## src/rtl/axi4_reg_master.sv

```systemverilog
// Single-outstanding AXI4 register master: one command in, one AXI read or write, one response out.
// Optional wait-state watchdog enabled by defining AXI4_REG_MASTER_TIMEOUT_EN.
module axi4_reg_master #(
  parameter int AXI_ADDR_WIDTH_P = 16,
  parameter int AXI_DATA_WIDTH_P = 32,
  parameter int TIMEOUT_CYCLES_P = 1024
) (
  input  logic                          clk,
  input  logic                          rst,
  input  logic                          cmd_valid,
  output logic                          cmd_ready,
  input  logic                          cmd_write,
  input  logic [AXI_ADDR_WIDTH_P-1:0]   cmd_addr,
  input  logic [AXI_DATA_WIDTH_P-1:0]   cmd_wdata,
  input  logic [AXI_DATA_WIDTH_P/8-1:0] cmd_wstrb,
  output logic                          rsp_valid,
  input  logic                          rsp_ready,
  output logic [AXI_DATA_WIDTH_P-1:0]   rsp_rdata,
  output logic [1:0]                    rsp_resp,
  output logic                          rsp_timeout,
  output logic [AXI_ADDR_WIDTH_P-1:0]   awaddr,
  output logic                          awvalid,
  input  logic                          awready,
  output logic [AXI_DATA_WIDTH_P-1:0]   wdata,
  output logic [AXI_DATA_WIDTH_P/8-1:0] wstrb,
  output logic                          wvalid,
  input  logic                          wready,
  input  logic [1:0]                    bresp,
  input  logic                          bvalid,
  output logic                          bready,
  output logic [AXI_ADDR_WIDTH_P-1:0]   araddr,
  output logic                          arvalid,
  input  logic                          arready,
  input  logic [AXI_DATA_WIDTH_P-1:0]   rdata,
  input  logic [1:0]                    rresp,
  input  logic                          rvalid,
  output logic                          rready
);

  // state   | meaning
  // IDLE    | cmd_ready high, waiting for a command
  // WR_REQ  | AW and W offered, each dropped after its own handshake
  // WR_RESP | bready high, waiting for B
  // RD_REQ  | AR offered, waiting for arready
  // RD_DATA | rready high, waiting for R
  // RSP     | rsp_valid high, holding the response until rsp_ready
  typedef enum logic [2:0] {IDLE, WR_REQ, WR_RESP, RD_REQ, RD_DATA, RSP} state_t;

  localparam int STRB_W = AXI_DATA_WIDTH_P / 8;

  state_t                  state;
  logic [AXI_ADDR_WIDTH_P-1:0] addr_q;
  logic [AXI_DATA_WIDTH_P-1:0] wdata_q;
  logic [STRB_W-1:0]           wstrb_q;
  logic                        aw_done;
  logic                        w_done;

  assign awaddr  = addr_q;
  assign araddr  = addr_q;
  assign wdata   = wdata_q;
  assign wstrb   = wstrb_q;
  // A channel is finished once its valid has dropped or is handshaking now.
  assign aw_done = !awvalid || awready;
  assign w_done  = !wvalid || wready;

`ifdef AXI4_REG_MASTER_TIMEOUT_EN
  localparam int TMR_W = (TIMEOUT_CYCLES_P > 1) ? $clog2(TIMEOUT_CYCLES_P) : 1;
  localparam logic [TMR_W-1:0] TMR_LOAD = TMR_W'(TIMEOUT_CYCLES_P - 1);

  logic [TMR_W-1:0] tmr;
  logic             timeout_q;
  logic             wait_st;
  logic             progress;
  logic             expire;

  always_comb begin
    wait_st  = state inside {WR_REQ, WR_RESP, RD_REQ, RD_DATA};
    progress = 1'b0;
    case (state)
      WR_REQ:  progress = aw_done && w_done;
      WR_RESP: progress = bvalid;
      RD_REQ:  progress = arready;
      RD_DATA: progress = rvalid;
      default: progress = 1'b0;
    endcase
    expire = wait_st && (tmr == '0) && !progress;
  end

  assign rsp_timeout = timeout_q;
`else
  assign rsp_timeout = 1'b0;
`endif

  always_ff @(posedge clk or posedge rst) begin
    if (rst) begin
      state     <= IDLE;
      cmd_ready <= 1'b0;
      addr_q    <= '0;
      wdata_q   <= '0;
      wstrb_q   <= '0;
      awvalid   <= 1'b0;
      wvalid    <= 1'b0;
      bready    <= 1'b0;
      arvalid   <= 1'b0;
      rready    <= 1'b0;
      rsp_valid <= 1'b0;
      rsp_rdata <= '0;
      rsp_resp  <= '0;
`ifdef AXI4_REG_MASTER_TIMEOUT_EN
      tmr       <= '0;
      timeout_q <= 1'b0;
`endif
    end else begin
`ifdef AXI4_REG_MASTER_TIMEOUT_EN
      // Down-counter; every transition into a wait state reloads it below.
      if (wait_st) tmr <= tmr - TMR_W'(1);
`endif
      case (state)
        IDLE: begin
          cmd_ready <= 1'b1;
          if (cmd_valid && cmd_ready) begin
            cmd_ready <= 1'b0;
            addr_q    <= cmd_addr;
            wdata_q   <= cmd_wdata;
            wstrb_q   <= cmd_wstrb;
`ifdef AXI4_REG_MASTER_TIMEOUT_EN
            tmr       <= TMR_LOAD;
            timeout_q <= 1'b0;
`endif
            if (cmd_write) begin
              state   <= WR_REQ;
              awvalid <= 1'b1;
              wvalid  <= 1'b1;
            end else begin
              state   <= RD_REQ;
              arvalid <= 1'b1;
            end
          end
        end
        WR_REQ: begin
          if (awready) awvalid <= 1'b0;
          if (wready)  wvalid  <= 1'b0;
          if (aw_done && w_done) begin
            state  <= WR_RESP;
            bready <= 1'b1;
`ifdef AXI4_REG_MASTER_TIMEOUT_EN
            tmr    <= TMR_LOAD;
`endif
          end
        end
        WR_RESP: begin
          if (bvalid) begin
            bready    <= 1'b0;
            rsp_resp  <= bresp;
            rsp_rdata <= '0;
            rsp_valid <= 1'b1;
            state     <= RSP;
          end
        end
        RD_REQ: begin
          if (arready) begin
            arvalid <= 1'b0;
            rready  <= 1'b1;
            state   <= RD_DATA;
`ifdef AXI4_REG_MASTER_TIMEOUT_EN
            tmr     <= TMR_LOAD;
`endif
          end
        end
        RD_DATA: begin
          if (rvalid) begin
            rready    <= 1'b0;
            rsp_resp  <= rresp;
            rsp_rdata <= rdata;
            rsp_valid <= 1'b1;
            state     <= RSP;
          end
        end
        RSP: begin
          if (rsp_ready) begin
            rsp_valid <= 1'b0;
            cmd_ready <= 1'b1;
            state     <= IDLE;
          end
        end
        default: state <= IDLE;
      endcase
`ifdef AXI4_REG_MASTER_TIMEOUT_EN
      if (expire) begin
        awvalid   <= 1'b0;
        wvalid    <= 1'b0;
        bready    <= 1'b0;
        arvalid   <= 1'b0;
        rready    <= 1'b0;
        rsp_resp  <= 2'b11;
        rsp_rdata <= '0;
        timeout_q <= 1'b1;
        rsp_valid <= 1'b1;
        state     <= RSP;
      end
`endif
    end
  end

endmodule

```

## config.mk

```make
export PLATFORM = sky130hd
export DESIGN_NAME = axi4_reg_master
export DESIGN_NICKNAME = d
export VERILOG_FILES = /design/src/rtl/axi4_reg_master.sv
export SDC_FILE = /design/constraint.sdc
export NUM_CORES = 1
export LEC_CHECK = 0
export CAP_MARGIN = 25
export CORE_ASPECT_RATIO = 2
export CORE_MARGIN = 4
export CORE_UTILIZATION = 38
export CTS_BUF_LIST = sky130_fd_sc_hd__clkbuf_4
export DETAILED_ROUTE_END_ITERATION = 8
export GPL_ROUTABILITY_DRIVEN = 0
export GPL_TIMING_DRIVEN = 0
export PLACE_DENSITY = 0.88
export SLEW_MARGIN = 10
export SYNTH_ARGS = -nofsm -noshare
export SYNTH_HDL_FRONTEND = slang
export SYNTH_SLANG_ARGS = --single-unit
export TNS_END_PERCENT = 100
```

## constraint.sdc

```tcl
create_clock -name clk -period 2.6 [get_ports clk]
set_input_delay 0.26 -clock clk [delete_from_list [all_inputs] [get_ports clk]]
set_output_delay 0.26 -clock clk [all_outputs]
set_load 0.005 [all_outputs]
```

Figure 1. Routed clock nets over the placement.
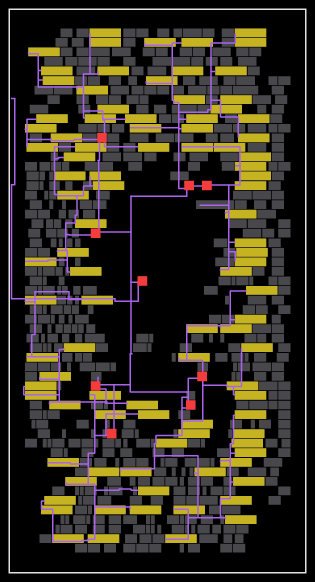
- purple: clock wires (length 1210 µm)
- red: clock-net drivers (count 9)
- yellow: flip-flops (count 96)
- flops lie: spread over the die
Clk power: 0.798 mW
Worst Skew: 0.0224 ns

Figure 2. Local utilization.
The die is cut into 8 by 16 equal tiles; dark blue is low, red is high, 0 to 100% covered.
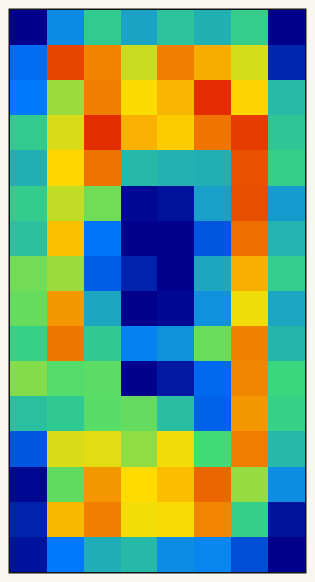
- tiles over 75% full: 26%
- emptiest ninth of the die: middle
- densest ninth of the die: top middle
Pre-Place Util: 38.8%
core area: 0.0114 mm²
Final Util: 60.1%

==> run_results.csv <==
group,metric,value,unit
run_status,status,"finished clean",
synth,ys_seq_share,54.6,%
routing,routed_wl,12400,µm
setup_path,crit_type,"reg2out",
placement,port_buffers,206,
floorplan,die_y,160,µm
synth,yosys_cells,339,
placement,dpl_cell_area,0.00668,mm²
synth,netlist_logic_family_top,"multiplexers",
synth,yosys_warnings,0,
setup_path,start_kind,"flop",
setup_path,ff2ff_setup_slack,0.91,ns
clocking,clk_pin_slew,0.16,ns
clocking,cts_root_buffer,"clkbuf_4",
setup_path,arrival,1.50,ns
placement,dp_hpwl,9930,µm
routing,drt_iter0_markers,118,
timing,rsz0062_at_grt,"no",
grt,grt_usage,18.6,%
timing,fmax,570,MHz
floorplan,ios,208,
synth,ys_sh_simple,6.26,%
placement,pre_cts_ws,0.618,ns
synth,synthesis.area,0.00440,mm²
finish,lay_top_cells,"clkdlybuf4s50_1 (206), dfrtp_1 (96), mux2_4 (48)",
grt,grt_pass1_wl,19700,µm
flow_run,tool_warnings,26,
hold_path,min_path_type,"in2async",
synth,postSynthAreaPerCell,13.0,µm²
grt,grt_pass1_vias,3711,
pwr,p_total,7.61,mW
synth,synthArstFlopShare,100,%
setup_path,startpoint,"araddr[7]",
grt,grt_max_degree,40,
finish,final_area,0.00682,mm²
timing,max_slew_margin,62.5,%
finish,nets,656,
synth,adder_share,0,%
setup_path,endpoint,"awaddr[7]",
synth,edf_count,0,
routing,antenna_left,0,
routing,via_per_inst,4.72,
setup_path,crit_required,2.34,ns
timing,finalSetupTns,0,ns
setup_path,cp_max_fo,3,
routing,drcViolationCount,0,
setup_path,reg2reg_from,"state[1]",
setup_path,rr_worst_depth,6,
clocking,cts_tree,"done",
pwr,leakagePower,2.90,nW
floorplan,die_width,84.1,µm
timing,worstMarginPinSlew,0.556,ns
clocking,post_cts_buffers,0,
synth,synth-main-ff-cell,"dfrtp_1",
grt,overflow,0,
clocking,numCtsBuffers,9,
timing,finalCritPeriodShare,67.5,%
clocking,cts_hold_buf,0,
grt,antenna_found_initial,1,
routing,via_count,3328,
synth,ys_sh_mux,25.7,%
floorplan,dieArea,0.0135,mm²
clocking,cts_buffer_depth,2,
routing,wire_per_inst,17.6,µm
synth,compound_area_share,4.12,%
timing,hold_violations,0,
timing,setup_ws,0.845,ns
finish,area_growth,55.0,%
synth,synth_cells,339,
pwr,power.share.sequential,35.0,%
synth,syn_nets,437,
timing,slew_viol_final,0,
pwr,power.density,1120,mW/mm²
clocking,htree_levels,3,
timing,period_needed,1.76,ns
clocking,ctsResizeCount,0,
pwr,intPower,5.24,mW
routing,firstDrtPassIters,4,
setup_path,r2r_end,"araddr[0]",
pwr,ir_drop,589,µV
clocking,clk_latency,0.43,ns
finish,drive_gt1_share,19.4,%
clocking,clock_sinks,96,
flow_run,cap_violations,0,
pwr,p_comb_share,54.5,%
timing,hold_ws,0.218,ns
synth,synth_cell_type_count,38,
pwr,power.net_switching,2.37,mW
setup_path,cp-end-kind,"primary output",
synth,synth_flops,96,
pwr,clkPwrFrac,10.5,%
timing,setup_viol,0,
synth,synthXorXnorAreaFrac,0,%
floorplan,num_rows,55,
finish,layout_top_cell,"clkdlybuf4s50_1",
synth,ys_area,0.00440,mm²
pwr,switching_share,31.2,%
-- layout make-up --
| class | count | area (µm²) |
|---|---|---|
| antenna | 1 | 2.50 |
| buffer | 33 | 264 |
| clock buffer | 10 | 75.1 |
| clock inverter | 5 | 58.8 |
| fill | 917 | 4530 |
| inverter | 38 | 146 |
| multi-input combinational | 172 | 1590 |
| sequential | 96 | 2400 |
| tap | 142 | 178 |
| timing repair buffer | 208 | 2100 |
-- flip-flops by register name (all words and copies together), names as in the netlist, 2 cells and up --
register   flops
araddr        16
rsp_rdata     32
rsp_resp       2
state          3
wdata         32
wstrb          4
-- power by group through the flow --
stage               Combinational [mW]  Clock [mW]  Sequential (mW)
finish                            4.15       0.798             2.67
global route                      4.42       0.895             2.76
CTS                               4.20       0.829             2.67
detailed placement                4.18           0             2.69
global placement                  4.06           0             2.64
floorplan                         1.92           0             2.69
-- through the flow --
step                instances  util (%)
floorplan                 339         -
global placement          687      58.5
detailed placement        689      58.9
CTS                       704      60.0
global route              705      60.1
finish                    705      60.1
-- cell usage after synthesis (all sizes together), types with 2 or more instances --
cell / instances / area share [%]
o21ai: 5 / 0.57
nor2: 3 / 0.43
nand3b: 2 / 0.34
inv: 38 / 3.2
buf: 33 / 6.0
nor2b: 3 / 0.43
dfrtp: 96 / 55
a31oi: 4 / 0.57
mux2i: 32 / 7.3
mux2: 56 / 18
a21oi: 4 / 0.71
nand2: 38 / 3.2
o2bb2ai: 2 / 0.40
nand2b: 6 / 0.85
-- per-layer routing --
layer  vias up  GRT usage (%)  wire length [µm]
met5         -              0                 0
met4         0           9.22               504
met3        36           4.03               632
met1      1607           19.3              4180
met2       148           34.5              7110
li1       1537              -                 -
-- worst max-delay path, cell delays in order, from the launching register on --
cell	delay (ns)
dfrtp_1	0.42
buf_4	0.13
clkdlybuf4s50_1	0.52
Power is estimated from default activity; no workload was simulated.
